### Cell placement, run 1

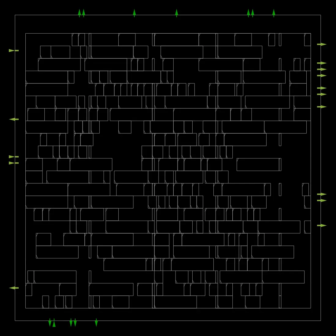
### Clock wires, drivers and flops, run 1

Drawn at 4 px/µm.
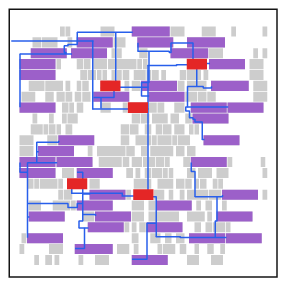
### Placement by cell class, run 1

Drawn at 4 px/µm.
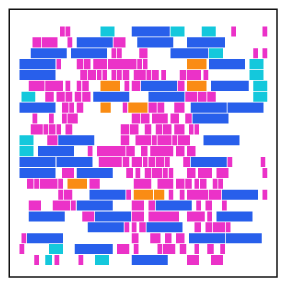
**src/rtl/reu_sdram_init_refresh_if.sv**
```systemverilog
// reu_sdram_init_refresh_if: SDRAM housekeeping bus between the init/refresh block (master) and the REU RAM block (slave)
interface reu_sdram_init_refresh_if;
    logic        PHI2;
    logic        AccessBusy;
    logic        Own;
    logic        Ready;
    logic [3:0]  Cmd;
    logic        CKE;
    logic [12:0] RA;
    logic [1:0]  RBA;
    logic        RefOverflow;
    modport master(input PHI2, AccessBusy, output Own, Ready, Cmd, CKE, RA, RBA, RefOverflow);
    modport slave(output PHI2, AccessBusy, input Own, Ready, Cmd, CKE, RA, RBA, RefOverflow);
endinterface

```
**src/rtl/reu_sdram_init_refresh.sv**
```systemverilog
// reu_sdram_init_refresh: SDRAM power-up init and periodic auto-refresh scheduler for the REU RAM block
// Outputs are registered from the next state, so Cmd/RA/Own change on the same edge the FSM moves.
module reu_sdram_init_refresh #(
    parameter int          INIT_WAIT      = 1600,
    parameter int          REF_INTERVAL   = 60,
    parameter int          INIT_REFRESHES = 8,
    parameter int          TRP_CYC        = 1,
    parameter int          TRFC_CYC       = 1,
    parameter int          TMRD_CYC       = 2,
    parameter logic [12:0] MODE_WORD      = 13'h220
) (
    input logic                      C8M,
    input logic                      nRESET,
    reu_sdram_init_refresh_if.master bus
);
    localparam logic [3:0] CmdDesel = 4'b1111;
    localparam logic [3:0] CmdNop   = 4'b0111;
    localparam logic [3:0] CmdPre   = 4'b0010;
    localparam logic [3:0] CmdRef   = 4'b0001;
    localparam logic [3:0] CmdMrs   = 4'b0000;
    localparam int CW = $clog2(INIT_WAIT + TRP_CYC + TRFC_CYC + TMRD_CYC + 1);
    localparam int TW = $clog2(REF_INTERVAL + 1);
    localparam logic [CW-1:0] InitLast = CW'(INIT_WAIT);
    localparam logic [CW-1:0] RpLast   = CW'(TRP_CYC - 1);
    localparam logic [CW-1:0] RfcLast  = CW'(TRFC_CYC - 1);
    localparam logic [CW-1:0] MrdLast  = CW'(TMRD_CYC - 1);
    localparam logic [TW-1:0] TickLast = TW'(REF_INTERVAL - 1);
    localparam logic [3:0]    RefsLast = 4'(INIT_REFRESHES);

    typedef enum logic [3:0] {
        stInitWait, stPreAll, stWaitRp, stInitRef, stInitRefWait,
        stLoadMode, stWaitMrd, stIdle, stGrant, stRef, stRefWait
    } state_t;

    state_t        state, stateNext;
    logic [CW-1:0] cnt, cntNext;
    logic [3:0]    refCnt, refCntNext;
    logic [TW-1:0] tickCnt;
    logic [2:0]    owed;
    logic          phi2Meta, phi2S;
    logic [3:0]    cmd, cmdNext;
    logic [12:0]   ra, raNext;
    logic          own, ready, cke, refOverflow;
    logic          window, tick, issue;

    assign window = state == stIdle && owed != 3'd0 && !phi2S && !bus.AccessBusy;
    assign tick   = ready && tickCnt == TickLast;
    assign issue  = state == stGrant;

    // Wait states are entered with cnt=0; INIT_WAIT alone counts from reset so its first edge is already a NOP.
    always_comb begin
        stateNext  = state;
        refCntNext = refCnt;
        case (state)
            stInitWait:    stateNext = cnt == InitLast ? stPreAll : stInitWait;
            stPreAll:      stateNext = stWaitRp;
            stWaitRp:      stateNext = cnt == RpLast ? stInitRef : stWaitRp;
            stInitRef: begin
                stateNext  = stInitRefWait;
                refCntNext = refCnt + 4'd1;
            end
            stInitRefWait: stateNext = cnt != RfcLast ? stInitRefWait : refCnt == RefsLast ? stLoadMode : stInitRef;
            stLoadMode:    stateNext = stWaitMrd;
            stWaitMrd:     stateNext = cnt == MrdLast ? stIdle : stWaitMrd;
            stIdle:        stateNext = window ? stGrant : stIdle;
            stGrant:       stateNext = stRef;
            stRef:         stateNext = stRefWait;
            stRefWait:     stateNext = cnt == RfcLast ? stIdle : stRefWait;
            default:       stateNext = stInitWait;
        endcase
        cntNext = stateNext == state ? cnt + 1'b1 : '0;
        cmdNext = stateNext == stPreAll ? CmdPre
                : (stateNext == stInitRef || stateNext == stRef) ? CmdRef
                : stateNext == stLoadMode ? CmdMrs : CmdNop;
        raNext  = stateNext == stPreAll ? 13'h400 : stateNext == stLoadMode ? MODE_WORD : 13'h0;
    end

    always_ff @(posedge C8M or negedge nRESET) begin
        if (!nRESET) begin
            state       <= stInitWait;
            cnt         <= '0;
            refCnt      <= '0;
            tickCnt     <= '0;
            owed        <= '0;
            phi2Meta    <= 1'b0;
            phi2S       <= 1'b0;
            cmd         <= CmdDesel;
            ra          <= '0;
            cke         <= 1'b0;
            own         <= 1'b1;
            ready       <= 1'b0;
            refOverflow <= 1'b0;
        end else begin
            state    <= stateNext;
            cnt      <= cntNext;
            refCnt   <= refCntNext;
            phi2Meta <= bus.PHI2;
            phi2S    <= phi2Meta;
            cmd      <= cmdNext;
            ra       <= raNext;
            cke      <= 1'b1;
            own      <= stateNext != stIdle;
            ready    <= ready || stateNext == stIdle;
            if (ready)
                tickCnt <= tick ? '0 : tickCnt + 1'b1;
            // A tick and an issue on the same edge cancel; a tick on a full debt counter is lost.
            if (tick && !issue) begin
                if (owed == 3'd7)
                    refOverflow <= 1'b1;
                else
                    owed <= owed + 3'd1;
            end else if (issue && !tick)
                owed <= owed - 3'd1;
        end
    end

    assign bus.Cmd         = cmd;
    assign bus.CKE         = cke;
    assign bus.RA          = ra;
    assign bus.RBA         = 2'b00;
    assign bus.Own         = own;
    assign bus.Ready       = ready;
    assign bus.RefOverflow = refOverflow;
endmodule

```
**src/flat_wrapper.sv**
```systemverilog
// flat-port wrapper written by rule: the top's interface ports become plain ports
module reu_sdram_init_refresh_flat 
#(
    parameter int          INIT_WAIT      = 1600,
    parameter int          REF_INTERVAL   = 60,
    parameter int          INIT_REFRESHES = 8,
    parameter int          TRP_CYC        = 1,
    parameter int          TRFC_CYC       = 1,
    parameter int          TMRD_CYC       = 2,
    parameter logic [12:0] MODE_WORD      = 13'h220
)
  (C8M, nRESET, bus_PHI2, bus_AccessBusy, bus_Own, bus_Ready, bus_Cmd, bus_CKE, bus_RA, bus_RBA, bus_RefOverflow);
  reu_sdram_init_refresh_if bus_i ();
  input logic C8M;
  input logic nRESET;
  input wire logic [$bits(bus_i.PHI2)-1:0] bus_PHI2;
  input wire logic [$bits(bus_i.AccessBusy)-1:0] bus_AccessBusy;
  output wire logic [$bits(bus_i.Own)-1:0] bus_Own;
  output wire logic [$bits(bus_i.Ready)-1:0] bus_Ready;
  output wire logic [$bits(bus_i.Cmd)-1:0] bus_Cmd;
  output wire logic [$bits(bus_i.CKE)-1:0] bus_CKE;
  output wire logic [$bits(bus_i.RA)-1:0] bus_RA;
  output wire logic [$bits(bus_i.RBA)-1:0] bus_RBA;
  output wire logic [$bits(bus_i.RefOverflow)-1:0] bus_RefOverflow;
  assign bus_i.PHI2 = bus_PHI2;
  assign bus_i.AccessBusy = bus_AccessBusy;
  assign bus_Own = bus_i.Own;
  assign bus_Ready = bus_i.Ready;
  assign bus_Cmd = bus_i.Cmd;
  assign bus_CKE = bus_i.CKE;
  assign bus_RA = bus_i.RA;
  assign bus_RBA = bus_i.RBA;
  assign bus_RefOverflow = bus_i.RefOverflow;
  reu_sdram_init_refresh #(.INIT_WAIT(INIT_WAIT), .REF_INTERVAL(REF_INTERVAL), .INIT_REFRESHES(INIT_REFRESHES), .TRP_CYC(TRP_CYC), .TRFC_CYC(TRFC_CYC), .TMRD_CYC(TMRD_CYC), .MODE_WORD(MODE_WORD)) u_core (.C8M(C8M), .nRESET(nRESET), .bus(bus_i));
endmodule
```
**config.mk**
```make
export PLATFORM = sky130hd
export DESIGN_NAME = reu_sdram_init_refresh_flat
export DESIGN_NICKNAME = d
export VERILOG_FILES = /design/src/rtl/reu_sdram_init_refresh_if.sv /design/src/rtl/reu_sdram_init_refresh.sv /design/src/flat_wrapper.sv
export SDC_FILE = /design/constraint.sdc
export NUM_CORES = 1
export LEC_CHECK = 0
export ABC_CLOCK_PERIOD_IN_PS = 3180
export CORE_MARGIN = 2
export CORE_UTILIZATION = 55
export CTS_CLUSTER_DIAMETER = 150
export CTS_CLUSTER_SIZE = 14
export DETAILED_ROUTE_END_ITERATION = 7
export GPL_ROUTABILITY_DRIVEN = 0
export PLACE_DENSITY_LB_ADDON = 0.25
export SETUP_SLACK_MARGIN = 0.15
export SLEW_MARGIN = 0
export SYNTH_ARGS = -nofsm -noshare
export SYNTH_HDL_FRONTEND = slang
export SYNTH_SLANG_ARGS = --single-unit
```
**constraint.sdc**
```tcl
create_clock -name C8M -period 3.18 [get_ports C8M]
set_clock_uncertainty 0.1 [all_clocks]
set_input_delay 0.636 -clock C8M [delete_from_list [all_inputs] [get_ports C8M]]
set_output_delay 0.636 -clock C8M [all_outputs]
set_load 0.005 [all_outputs]
```
==> results.ini, run 1 <==
[global_route]
met2_usage=0.285
grt_start_max_net_pins=41
antenna_found_initial=0
grt_busiest_layer=met2
grt_remaining_overflow=0
met3_usage=0.0524
grt_use_total=0.185
grt_pass1_wl_um=6210

[synth]
ys_seq_frac=0.468
synthFlopType=dfrtp_1
yosysCellCount=220
synth.distinct_cells=46
numSynthFlops=40
syn_area_per_cell_um2=9.79
ys_warn_count=0
syn_inst=220

[sta]
finalClockPeriodUsage=0.781
finalHoldViolCount=0
max_freq_ghz=0.403
period_needed_ps=2480
rsz0062_at_grt=false
whs_ps=251
relSlewSlack=0.437
layout_setup_ws_ps=698
report.final.slew_viol_count=0

[setup_path]
worst_path_largest_cell_delay_ps=530
r2r_cells=7
cp-startpoint=u_core.state[2]$_DFF_PN0_
reg2reg_slack_ps=700
worst_setup_path_end_kind=flop
path_class=flop to flop
critical_path.top_delay_family=simple AND/OR/NAND/NOR gates
rr_startpoint=u_core.state[2]$_DFF_PN0_
reg2reg_to=u_core.owed[1]$_DFFE_PN0P_

[run]
warning_count=28
drv_cap=0

[final_layout]
final_net_count=245
top_regs=u_core.cnt x11, u_core.tickCnt x6
diodes=0
largest-register=u_core.cnt
lay_top_count=dfrtp_1
flop_area_um2=1010
layout_top_cells=dfrtp_1, nor2_1, nand2_1, conb_1, clkdlybuf4s50_1
logic_area_um2=1030

[placed_design]
io_buffers=14
dp_worst_setup_slack_ps=717
dp_hpwl_um=2500

[clock_tree]
htreeDepth=2
cts_root_buffer=clkbuf_8
cts-buffers-inserted=5
hold_buffers=0
post_cts_buffers=0
clockBufferDepth=2
cts.sink_count=40
cts_resized=0

[route]
via_per_inst=5.46
met3_length_um=178
detail_route.first_pass.iterations=4
wl_per_cell_um=12.6
drt_iter0_markers=77
met2_length_um=1610
drc=0
ant_nets=0
top_layer_used=met4
routed_wl_um=3590
vias=1551

[floorplanning]
fp_util=0.579
die_area_um2=4430
die_h_um=66.6

[pwr]
power_density_nw_per_um2=372
p_int_uw=692
total_leakage_power_uw=0.00101
power_frac_seq=0.581
vdd_drop_max_v=0.000256
power-top-group=sequential cells
pg_seq_uw=512
p_comb_frac=0.022
swShare=0.215

[status]
run_status=finished, final reports clean

[hold_path]
whs_path_depth=0
hold_path.class=flop to flop

Back to the opening pictures, 'Cell placement':
Seq cells: 40
Core ar.: 3720 µm²
fin cells: 284

Back to the opening pictures, 'Clock wires, drivers and flops':
Blue stands for clock wires, length 446 µm. Purple stands for flip-flops, count 40. Red stands for clock-net drivers, count 5.
There are 6 routed clock nets. Position of the flops: widely spread.
Skew-Pair Late Insertion Delay: 290 ps
Clock Power Share: 0.397
Clock Power: 350 µW

Back to the opening pictures, 'Placement by cell class':
Blue stands for registers, cells 40. Cyan stands for remaining buffers and delay cells, cells 14. Magenta stands for remaining logic cells, cells 174. Orange stands for clock drivers and dummy loads, cells 8.
flop share of the area: 0.425
FP Rows: 22
Final Util: 0.637
final instance area: 2370 µm²

==> run 1: Yosys cell counts, drive strengths merged, types with 5 or more instances <==
cell type	count	area (µm²)
dfstp	5	131
nand4	7	43.8
nand2	21	78.8
inv	10	37.5
o21ai	11	55.1
dfrtp	35	876
nor3	7	46.3
buf	18	123
xor2	6	52.6
a21oi	7	35.0
xnor2	7	61.3
ha	5	62.6
nor2	23	86.3
nand3	12	60.1
nand2b	5	31.3
==> run 1: cell families (layout without fill, tap and decap cells) <==
kind of cell             after synthesis  after routing  share of synthesized area
AND/OR/NAND/NOR                       95             95                      0.237
flip-flops                            40             40                      0.468
AND-OR/OR-AND                         32             32                      0.106
buffers and inverters                 28             32                     0.0744
XOR/XNOR                              13             13                     0.0529
adder cells (fa/ha/maj)                6              6                     0.0384
multiplexers                           4              4                     0.0203
other                                  2             14                    0.00349
==> run 1: stage by stage <==
step            util  power, µW  instance area (µm²)  cells
2_1_floorplan      -        537                 2200    232
3_3_place_gp   0.611        542                 2270    276
3_5_place_dp   0.611        542                 2270    276
4_1_cts        0.637        893                 2370    284
5_1_grt        0.637        915                 2370    284
6_report       0.637        881                 2370    284
==> run 1: worst min path at each step <==
stage,slack (ps),endpoint
finish,250,u_core.phi2S$_DFF_PN0_
global route,270,u_core.phi2S$_DFF_PN0_
CTS,250,u_core.phi2S$_DFF_PN0_
detailed placement,230,u_core.phi2S$_DFF_PN0_
global placement,230,u_core.phi2S$_DFF_PN0_
floorplan,230,u_core.phi2S$_DFF_PN0_
==> run 1: area by class of cell <==
cell class                 count  area share
sequential                    40       0.425
clock buffer                   6      0.0349
tap                           48      0.0254
multi-input combinational    164       0.435
timing repair buffer          14      0.0571
clock inverter                 2     0.00634
inverter                      10      0.0158
## Run 2: what changed since run 1
- ABC_CLOCK_PERIOD_IN_PS: 3180 -> 2100
- CORE_UTILIZATION: 55 -> 50
- clock period: 3.18 -> 2.1 ns (I/O delays scaled with it)
==> results.ini, run 2 <==
[pwr]
clockPowerShare=0.520  ; was 0.397
swShare=0.179  ; was 0.215
power_frac_seq=0.462  ; was 0.581
total_power_uw=1680  ; was 881 µW
p_int_uw=1380  ; was 692 µW
total_leakage_power_uw=0.00129  ; was 0.00101 µW
power_density_nw_per_um2=578  ; was 372 nW/µm²
p_comb_frac=0.018  ; was 0.022
switchingPower_uw=301  ; was 189 µW
vdd_drop_max_v=0.000491  ; was 0.000256 V

[setup_path]
critical_path.top_delay_family=adder cells  ; was simple AND/OR/NAND/NOR gates
cp-startpoint=u_core.tickCnt[0]$_DFFE_PN0P_  ; was u_core.state[2]$_DFF_PN0_
cp.depth=8  ; was 7
arrival_ps=2180  ; was 2560 ps
path_cells=ha_2 > nand2_2 > or3_4 > nor2_4 > inv_2 > fa_2 > a221oi_2 > a31oi_1  ; was nand2b_1 > nor3_1 > nor2_1 > inv_1 > fa_1 > a221oi_1 > a31oi_1
path_buffers=1  ; unchanged
critical_path.startpoint_type=flop  ; unchanged
rr_startpoint=u_core.tickCnt[0]$_DFFE_PN0P_  ; was u_core.state[2]$_DFF_PN0_
slowest_stage=fa_2  ; was dfrtp_1
worstPathMaxFanout=2  ; was 14
reg2reg_slack_ps=-0.6  ; was 700 ps
worst_setup_path_end_kind=flop  ; unchanged
cp-endpoint=u_core.owed[1]$_DFFE_PN0P_  ; unchanged
worst_path_largest_cell_delay_ps=430  ; was 530 ps
reg2reg_to=u_core.owed[1]$_DFFE_PN0P_  ; unchanged
r2r_cells=8  ; was 7
path_class=flop to flop  ; unchanged
required_ps=2180  ; was 3260 ps

[clock_tree]
hold_buffers=0  ; unchanged
tritoncts=done  ; unchanged
clk_pin_slew_worst_paths_ps=80  ; about the same
clock_latency_ps=300  ; was 290 ps
cts.sink_count=40  ; unchanged
htreeDepth=2  ; unchanged
cts_root_buffer=clkbuf_8  ; unchanged
cts-buffers-inserted=5  ; unchanged
clockBufferDepth=2  ; unchanged

[floorplanning]
fp_util=0.527  ; was 0.579
die_area_um2=4850  ; was 4430 µm²
die_h_um=69.6  ; was 66.6 µm
coreArea_um2=4090  ; was 3720 µm²
die_w_um=69.6  ; was 66.6 µm

[route]
detail_route.first_pass.iterations=4  ; unchanged
vias=1735  ; was 1551
via_per_inst=5.35  ; was 5.46
drt_iter0_markers=83  ; was 77
routed_wl_um=4400  ; was 3590 µm
ant_nets=0  ; unchanged
drc=0  ; unchanged
wl_per_cell_um=13.6  ; was 12.6 µm

[synth]
edf_count=0  ; unchanged
async_flop_share=1.00  ; unchanged
common_cells=dfrtp_1, nor2_1, nand2_1  ; unchanged
synthFlopType=dfrtp_1  ; unchanged
synth.distinct_cells=46  ; unchanged
ys_warn_count=0  ; unchanged
syn_inst=220  ; unchanged
syn_area_per_cell_um2=9.79  ; unchanged
yosysCellCount=220  ; unchanged
top_area_cell=dfrtp_1  ; unchanged
numSynthFlops=40  ; unchanged
synthesis.area_um2=2150  ; unchanged
yosys-stat-area_um2=2150  ; unchanged
topCellsByArea=dfrtp_1, dfstp_2, buf_4  ; unchanged
ys_seq_frac=0.468  ; unchanged
synth_top_area_share=0.407  ; unchanged
most_common_cell=dfrtp_1  ; unchanged

[global_route]
grt_remaining_overflow=0  ; unchanged
antenna_found_initial=0  ; unchanged
grt_start_max_net_pins=41  ; unchanged
grt_use_total=0.186  ; was 0.185
grt_pass1_vias=1637  ; was 1434
grt_pass1_wl_um=7260  ; was 6210 µm

[final_layout]
top_regs=u_core.cnt x11, u_core.tickCnt x6  ; unchanged
drive_gt1_frac=0.332  ; was 0.114
syn_to_final_growth_pct=34.9  ; was 9.99%
diodes=0  ; unchanged
largest_reg_flops=11  ; unchanged
largest-register=u_core.cnt  ; unchanged
layout_top_cells=dfrtp_1, buf_4, nand2_1, nor2_1, conb_1  ; was dfrtp_1, nor2_1, nand2_1, conb_1, clkdlybuf4s50_1
final_net_count=283  ; was 245
lay_top_count=dfrtp_1  ; unchanged

[placed_design]
dp_hpwl_um=2780  ; was 2500 µm

[sta]
period_needed_ps=2100  ; was 2480 ps
rsz0062_at_grt=true  ; was false
setup_viol=1  ; was 0
layout_setup_ws_ps=-0.616  ; was 698 ps
report.final.slew_viol_count=0  ; unchanged
finalClockPeriodUsage=1.00  ; was 0.781
fin_tns_setup_ps=-0.616  ; was 0 ps
finalHoldViolCount=0  ; unchanged
max_freq_ghz=0.476  ; was 0.403 GHz

[hold_path]
hold_path.class=input port to asynchronous set/reset pin  ; was flop to flop

[status]
violations=setup timing
run_status=finished, violations left  ; was finished, final reports clean

[run]
warning_count=31  ; was 28
drv_cap=0  ; unchanged

## run 2: kinds of logic after synthesis
family,count (synthesis),share of synthesized area
and+or+nand+nor,95,0.237
DFF,40,0.468
AOI/OAI and AO/OA,32,0.106
buffers and inverters,28,0.0744
xor gates and xnor gates,13,0.0529
adders and majority gates,6,0.0384
muxes,4,0.0203
other,2,0.00349
## run 2: area by class of cell
type	instances	area [µm²]
fill	306	1180
multi-input combinational	164	1170
sequential	40	1010
timing repair buffer	52	467
clock inverter	3	90.1
clock buffer	5	68.8
tap	50	62.6
inverter	10	40.0
## run 2: metrics by stage
stage,util,worst slack [ps],instances,area (µm²),hold slack [ps]
final,0.711,-0.616,324,2900,68.0
after global routing,0.711,-87.6,324,2900,119
after CTS,0.669,-18.9,316,2740,87.4
after detailed placement,0.604,-62.1,298,2470,235
after global placement,0.604,0.877,298,2470,232
after floorplan,-,-34.2,232,2230,24.4
## run 2: power by group through the flow
stage	Clock [µW]	Combinational [µW]	Sequential, µW
2_1_floorplan	0	22.2	791
3_3_place_gp	0	31.6	790
3_5_place_dp	0	32.0	790
4_1_cts	886	31.9	775
5_1_grt	918	37.2	776
6_report	872	30.8	775
## run 2: worst register-to-register path: cells and delay by family (launching register included)
kind                       cells  cell delay [ps]
adders and majority gates      2              620
DFF                            1              370
and+or+nand+nor                3              540
buffers and inverters          1               50
AOI/OAI and AO/OA              2              310
## run 2: routing by layer
metal,wire length (µm),GRT usage,vias up
met1,2020,0.249,843
li1,-,-,840
met4,58,0.0620,0
met2,2140,0.296,44
met5,0,0,-
met3,175,0.0494,8
## run 2: timing repair
item                                    4_1_cts  5_1_grt
buffers inserted                             10        8
endpoints found under the setup margin       17       21
hold endpoints to repair                      0        0
gates resized                                 8       29
pin swaps                                     8       13
### Placement by cell class, run 2

Drawn at 4 px/µm.
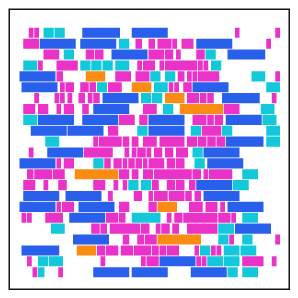
Blue stands for registers, cells 40. Orange stands for clock drivers and dummy loads, cells 8. Cyan stands for remaining buffers and delay cells, cells 52. Magenta stands for remaining logic cells, cells 174.
final instance area: 2900 µm²
flop share of the area: 0.347
FP Rows: 23

### Nets reached from selected ports, run 2

Drawn at 6 px/µm.
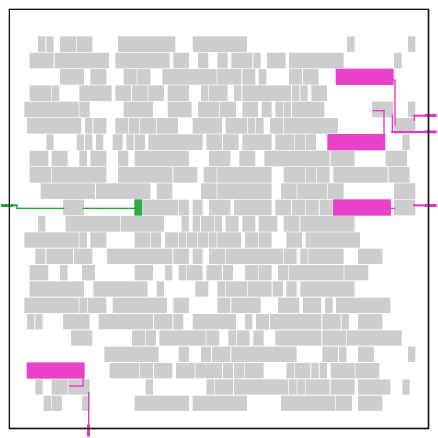
Magenta stands for bus_Cmd, direction output, end cells 4, buffers 4, wire 39.3 µm. Green stands for bus_AccessBusy, direction input, end cells 1, buffers 1, wire 17.8 µm.
port bufs: 14
I/O pin count: 27

## Run 3: what changed since run 2
- RECOVER_POWER: not set -> 25
==> results.ini, run 3 <==
[synth]
top_area_cell=dfrtp_1  ; unchanged
async_flop_share=1.00  ; unchanged
syn_area_per_cell_um2=9.79  ; unchanged
syn_inst=220  ; unchanged
yosys-stat-area_um2=2150  ; unchanged
ys_seq_frac=0.468  ; unchanged
synthesis.area_um2=2150  ; unchanged
common_cells=dfrtp_1, nor2_1, nand2_1  ; unchanged
ys_warn_count=0  ; unchanged
synth.distinct_cells=46  ; unchanged
synthFlopType=dfrtp_1  ; unchanged
edf_count=0  ; unchanged
numSynthFlops=40  ; unchanged
topCellsByArea=dfrtp_1, dfstp_2, buf_4  ; unchanged
yosysCellCount=220  ; unchanged
most_common_cell=dfrtp_1  ; unchanged

[setup_path]
required_ps=2180  ; about the same
slowest_stage=fa_2  ; unchanged
worst_setup_path_end_kind=flop  ; unchanged
arrival_ps=2180  ; about the same
worst_path_largest_cell_delay_ps=430  ; about the same
critical_path.top_delay_family=adder cells  ; unchanged
path_buffers=1  ; unchanged
worstPathMaxFanout=2  ; unchanged
reg2reg_slack_ps=-0.6  ; about the same
path_cells=ha_2 > nand2_2 > or3_4 > nor2_4 > inv_2 > fa_2 > a221oi_2 > a31oi_1  ; unchanged
critical_path.startpoint_type=flop  ; unchanged

[sta]
relSlewSlack=0.366
layout_setup_ws_ps=-0.616  ; unchanged
tightest_slew_ps=951
finalClockPeriodUsage=1.00  ; unchanged
report.final.slew_viol_count=0  ; unchanged
max_freq_ghz=0.476  ; unchanged
fin_tns_setup_ps=-0.616  ; unchanged
setup_viol=1  ; unchanged
rsz0062_at_grt=true  ; unchanged
finalHoldViolCount=0  ; unchanged
whs_ps=247  ; was 68.0 ps

[hold_path]
hold_path.class=input port to asynchronous set/reset pin  ; unchanged

[floorplanning]
placementRows=23  ; unchanged
die_h_um=69.6  ; unchanged
fp_util=0.527  ; unchanged
io_pins=27  ; unchanged
die_w_um=69.6  ; unchanged
die_area_um2=4850  ; unchanged

[status]
run_status=finished, violations left  ; unchanged
violations=setup timing  ; unchanged

[clock_tree]
tritoncts=done  ; unchanged
clk_pin_slew_worst_paths_ps=80  ; about the same
clockBufferDepth=2  ; unchanged
cts.sink_count=40  ; unchanged
htreeDepth=2  ; unchanged
cts-buffers-inserted=5  ; unchanged
clock_latency_ps=300  ; about the same

[global_route]
antenna_found_initial=0  ; unchanged
grt_use_total=0.186  ; unchanged
grt_pass1_wl_um=7260  ; unchanged
grt_pass1_vias=1637  ; unchanged
grt_remaining_overflow=0  ; unchanged
grt_start_max_net_pins=41  ; unchanged

[pwr]
power_density_nw_per_um2=578  ; about the same
power_frac_seq=0.462  ; about the same
total_leakage_power_uw=0.00129  ; about the same
p_int_uw=1380  ; about the same
swShare=0.179  ; about the same
combinationalPower_uw=30.1  ; was 30.8 µW
clk-power_uw=872  ; about the same
power-top-group=clock  ; unchanged
clockPowerShare=0.520  ; about the same
total_power_uw=1680  ; about the same
switchingPower_uw=301  ; about the same
p_comb_frac=0.018  ; about the same

[final_layout]
drive_gt1_frac=0.332  ; unchanged
top_area_cell_class=multi-input combinational cells  ; unchanged
largest-register=u_core.cnt  ; unchanged
comb_area_share=0.403  ; was 0.402
nMultiInputCombCells=164  ; unchanged
largest_reg_flops=11  ; unchanged
logic_area_um2=1170  ; unchanged
top_regs=u_core.cnt x11, u_core.tickCnt x6  ; unchanged
final.clkbuf_count=5  ; unchanged
layout.non_clock_inverters=10  ; unchanged
buffer_area_frac=0.160  ; was 0.161
design.seq.count=40  ; unchanged
final_cell_area_um2=2900  ; about the same
lay_top_count=dfrtp_1  ; unchanged
diodes=0  ; unchanged
final_net_count=283  ; unchanged
layout_top_cells=dfrtp_1, buf_4, nand2_1, nor2_1, conb_1  ; unchanged
clkCellAreaFrac=0.0548  ; was 0.0547
syn_to_final_growth_pct=34.7  ; was 34.9%
signal_buffers=52  ; unchanged

[placed_design]
dp_hpwl_um=2780  ; unchanged
place_inst=298  ; unchanged
io_buffers=14  ; unchanged
dp_worst_setup_slack_ps=-62.1  ; unchanged
placed_cell_area_um2=2470  ; unchanged

[route]
vias=1735  ; unchanged
drc=0  ; unchanged
detail_route.first_pass.iterations=4  ; unchanged
wl_per_cell_um=13.6  ; about the same
routed_wl_um=4400  ; about the same
ant_nets=0  ; unchanged

[run]
warning_count=31  ; unchanged

## run 3: kinds of logic (layout without fill, tap and decap cells)
logic type | after synthesis | after routing | share of synthesized area
buffers and inverters | 28 | 70 | 0.0744
adders and majority gates | 6 | 6 | 0.0384
and+or+nand+nor | 95 | 95 | 0.237
AOI/OAI and AO/OA | 32 | 32 | 0.106
xor gates and xnor gates | 13 | 13 | 0.0529
other | 2 | 14 | 0.00349
DFF | 40 | 40 | 0.468
muxes | 4 | 4 | 0.0203
## run 3: path summary, 6_finish.rpt
path                                                     from                    endpoint  cells past startpoint
worst min register to register      u_core.phi2Meta$_DFF_PN0_      u_core.phi2S$_DFF_PN0_                      0
max in group asynchronous                              nRESET   u_core.state[0]$_DFF_PN0_                      2
min in group C8M                    u_core.phi2Meta$_DFF_PN0_      u_core.phi2S$_DFF_PN0_                      0
worst max-delay path            u_core.tickCnt[0]$_DFFE_PN0P_  u_core.owed[1]$_DFFE_PN0P_                      8
worst min-delay path                                   nRESET   u_core.phi2Meta$_DFF_PN0_                      2
worst max register to register  u_core.tickCnt[0]$_DFFE_PN0P_  u_core.owed[1]$_DFFE_PN0P_                      8
## run 3: timing repair
item / 4_1_cts / 5_1_grt
setup endpoints to repair: 17 / 21
gates cloned: 0 / 0
hold buffers: 0 / 0
hold endpoints to repair: 0 / 0
buffers inserted: 10 / 8
pin swaps: 8 / 13
resized: 8 / 29
## run 3: worst reg2reg max path: cells and delay by family, from the launching register on
family | cells | cell delay (ps)
AOI/OAI and AO/OA | 2 | 310
adders and majority gates | 2 | 620
buffers and inverters | 1 | 50
DFF | 1 | 370
and+or+nand+nor | 3 | 540
## run 3: routing by layer
metal,global-route usage,share of wire
met1,0.249,0.46
met5,0,0
met2,0.296,0.49
met3,0.0494,0.040
met4,0.0620,0.013
### Where the registers sit, run 3

Drawn at 4 px/µm. Other sequential cells in the stronger gray, the rest of the logic in the fainter gray.
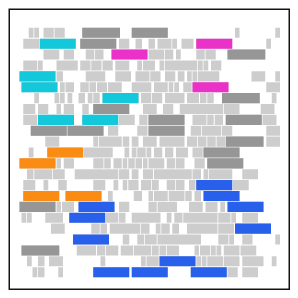
Magenta stands for u_core.owed, placed flops 3. Orange stands for u_core.refCnt, placed flops 4, where middle left. Blue stands for u_core.cnt, placed flops 11. Cyan stands for u_core.tickCnt, placed flops 6.
Another 16 sequential cells are not colored.
flop share of the area: 0.347
register area: 1010 µm²
Final Util: 0.710
sequential power: 775 µW

### Cell placement, run 3

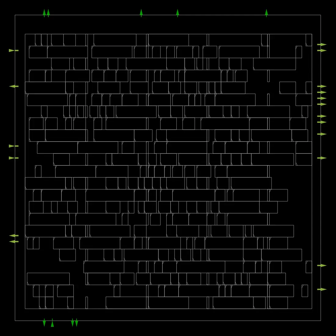
# fillers: 307
Core ar.: 4090 µm²
fin cells: 324
# Taps: 50

Power is estimated from default activity; no workload was simulated.
